Design rice_core_div_ctrl, sky130hd; sources not shown.
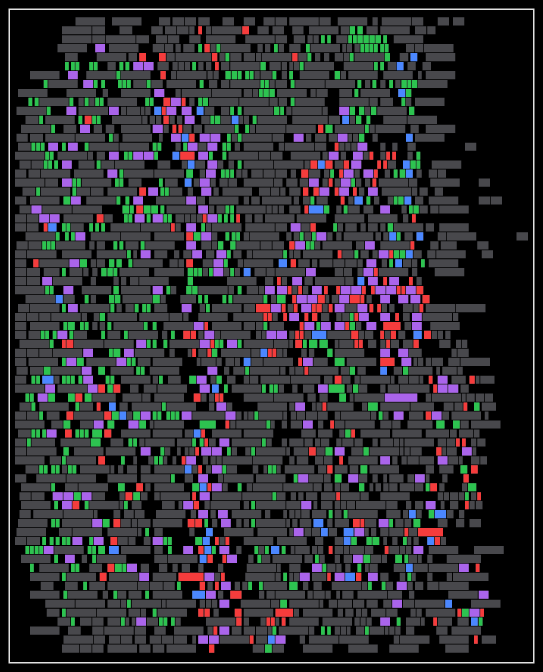
run_1/gates.png
- nor cells: red (cells 203)
- and/or cells: blue (cells 58)
- xor and xnor cells: purple (cells 212; where all over the die)
- nand cells: green (cells 475; where all over the die)
fin cells: 2653
Top cell excl fill/tap: nand2_1
logic share of the area: 46.62%

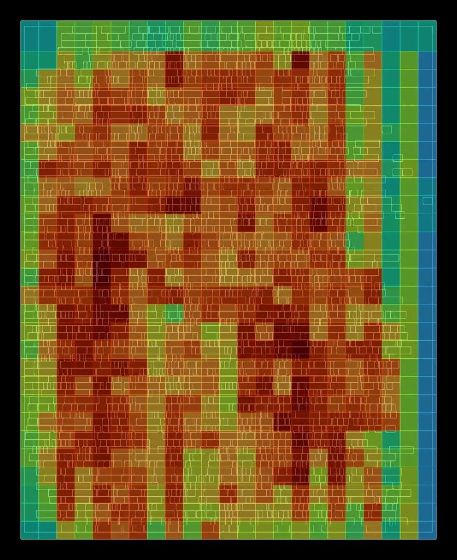
run_1/congestion_map.png
GR Util met1: 45.78%
GRT Max-Usage Layer: met2
Util after Layout: 71.80%
grt met2 use: 57.36%

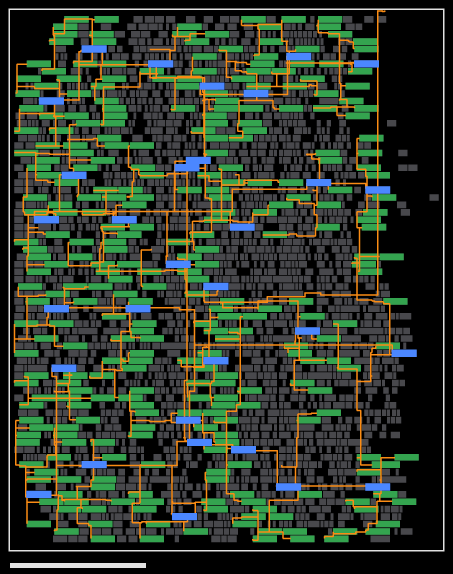
run_1/clock_wires.png
The bar under the picture is 50 um long.
- clock wires: orange (length 3850 um)
- flip-flops: green (count 307)
- clock-net drivers: blue (count 31)
- flops lie: all over the die
Late-Pin Clk Latency: 0.59 ns
clock power share: 18.3%
Clock Power: 0.00363 W
worst clock skew: 0.01400 ns

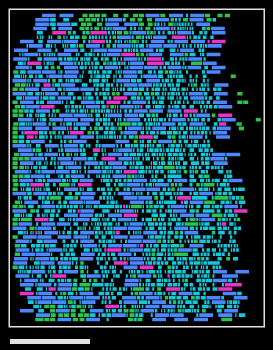
run_1/class_map.png
The bar under the picture is 50 um long.
- remaining buffers and delay cells: green (cells 209; share of their area 9.8%)
- remaining logic cells: cyan (cells 1679; share of their area 49%)
- clock drivers and dummy loads: magenta (cells 57; share of their area 4.9%)
- registers: blue (cells 307; share of their area 36%)
fraction of area in registers: 35.55%
design area: 0.02162 mm^2
Placeable Area: 0.03012 mm^2

==> ci_impl_report.md <==
### Flow metrics

| Metric | Value |
|---|---|
| CTS Hold Bufs | 1 |
| Post-cts resize count | 1 |
| Seq/Total Area, Yosys | roughly two fifths |
| Flop2flop setup slack | 0.02 ns |
| Status | completed |
| Register area | 0.007686 mm^2 |
| Critical path, cell by cell | inv_2 > ha_4 > fa_2 > nand2b_4 > a21oi_2 > o41a_1 > a41oi_2 > nor4_4 > o31ai_4 > xnor2_4 > buf_12 > clkbuf_16 > mux2i_1 > a21oi_1 |
| Mux area share | 7.172% |
| FFs w/ async S/R, synth | 100.0% |
| CP startpoint kind | flip-flop |
| Num CTS Buffers | 31 |
| Number of I/O pins | 107 |
| VDD IR max | 0.5793 mV |
| Via count | 16660 |
| Chip area line of the yosys report | between 0.015 and 0.02 mm^2 |
| Layout buffering overhead excluding clock cells | 9.548% |
| Critical path data required time | 3.74 ns |
| Tool warnings | 28 |
| Antenna Nets Post-Route | 0 |
| Top power group | combinational cells |
| Comb area leader | simple AND/OR/NAND/NOR gates |
| Leading cell kind | logic gates |
| Power share of the sequential group | 30.5% |
| DP Worst Slack | 0.01043 ns |
| DRC violations left | 0 |
| Max-cap violations | 0 |
| Layout clock buffers | 42 |
| Critical path type | flip-flop to flip-flop |
| Met2 wire len | ~26000 um |
| Synth cell types | 76 |
| Cycle use final | 99.54% |
| Slew Limit Fails | 0 |
| M1 WL | between 20000 and 25000 um |
| Number of sequential cells | 307 |
| Tapcell Cnt | 401 |
| Biggest area cells | dfrtp_1 42%, nand2_1 7.3%, xnor2_1 6.8%, o21ai_0 5.5%, mux2_2 3.9% |
| Synth top area share | 41.70% |
| Switching power | 0.008583 W |
| Ant diodes | 0 |
| AND/OR/NAND/NOR Cells, Area Fraction | 18.55% |
| Synthesized area per cell | 8.731 um^2 |
| Routability Congestion | 0.9980 |
| Area grow syn2layout | 17.37% |
| Setup TNS Final | 0 ns |
| Worst path max stage delay | 0.44 ns |
| Count leader, synth | nand2_1 |
| Multi-input gates | 1610 |
| Min Tclk post-route | 3.285 ns |
| Mapped Cells | ~2100 |
| GRT Util Overall | a little over a third |
| DIE AREA | 0.03141 mm^2 |
| DIE WIDTH | 158.7 um |
| WHS | 0.3619 ns |
| # setup viols final | 0 |
| Detailed Route Iter0 Violations | 1709 |
| HPWL Detailed | 40790 um |
| Clk tree area frac | 4.768% |
| XOR Share, Synth | 10.12% |
| Worst path depth | 14 |
| Slowest-stage cell, CP | nor4_4 |
| Pwr dens | 916.3 mW/mm^2 |
| Adders+Majority by Area | 2.689% |
| Worst-Margin Slew | 0.9768 ns |
| CP delay by family, top | AND-OR/OR-AND gates |
| YS warnings | 0 |
| Bufs and invs on worst path | 3 |
| Highest clock rate | 304.4 MHz |
| Metal3 WL | 4654 um |
| Yosys Instances | around 2100 |
| Clk root buf | clkbuf_16 |
| CTS clk-pin slew, worst paths | about 0.07 ns |
| Worst path arrival time | 3.72 ns |
| Initial Utilization | around three fifths |
| Most instantiated logic cells after routing | 356 x nand2_1, 306 x dfrtp_1, 201 x o21ai_0 |
| Nets | 2340 |
| CTS tree | done |
| Syn Nets | roughly 2200 |
| Final WS setup | between 0.015 and 0.02 ns |
| Logic area | 0.01008 mm^2 |
| Flip-flops with a built-in enable | 0 |
| Comb power | slightly above 0.01 W |
| Critical path capture point type | flip-flop |
| Pint | 0.01123 W |
| Layout filler cell count | 2137 |
| Global-route wire length before repair | 89160 um |
| Slew headroom | 34.74% |
| # Post-CTS Setup Buffers | 0 |
| Row Count | 71 |
| Synth Flop Type | dfrtp_1 |
| Pleak | 9.309 nW |
| Sw frac | 43.32% |
| #FFs+latches synth | 307 |
| Logic inverters | 69 |
| Vias in the first global route | 16230 |
| Worst-path fanout max | 6 |
| R2R depth | 14 |
| Grt total ovfl | 0 |
| Post-synthesis cell area | 0.01842 mm^2 |
| Initial antenna violation count | 1 |
| Final total power | just under 0.02 W |
| PortBufs | 106 |
| Ao+oa area frac | 15.76% |
| Area leader, netlist | dfrtp_1 |
| DR top layer | met4 |
| Drt first pass iters | 6 |
| Seq. pwr | between 0.006 and 0.007 W |
| Clk sink count | 307 |
| GR Layer Usage met3 | 5.593% |
| Max Buffers Root-to-Sink | 3 |
| Top cells by count | 357 x nand2_1, 307 x dfrtp_1, 201 x o21ai_0 |
| Combinational share of power | approximately half |
| WL final | about 57000 um |
| Routed WL per cell | between 20 and 25 um |
| Ratio of cells with drive above 1 in the final layout | 10.97% |
| Die H | approximately 200 um |
| Hold Violations, Final | 0 |
| H-Tree Depth | 1 |
| Placed inst area | 0.02039 mm^2 |
| Via/cell ratio | 6.281 |
| Hold Path Class | primary input to asynchronous set/reset pin |
| Placed Cells | ~2600 |
| Largest net degree at the start of global routing | 106 |
| Buffers excl. clock | 209 |
Power is estimated from default activity; no workload was simulated.
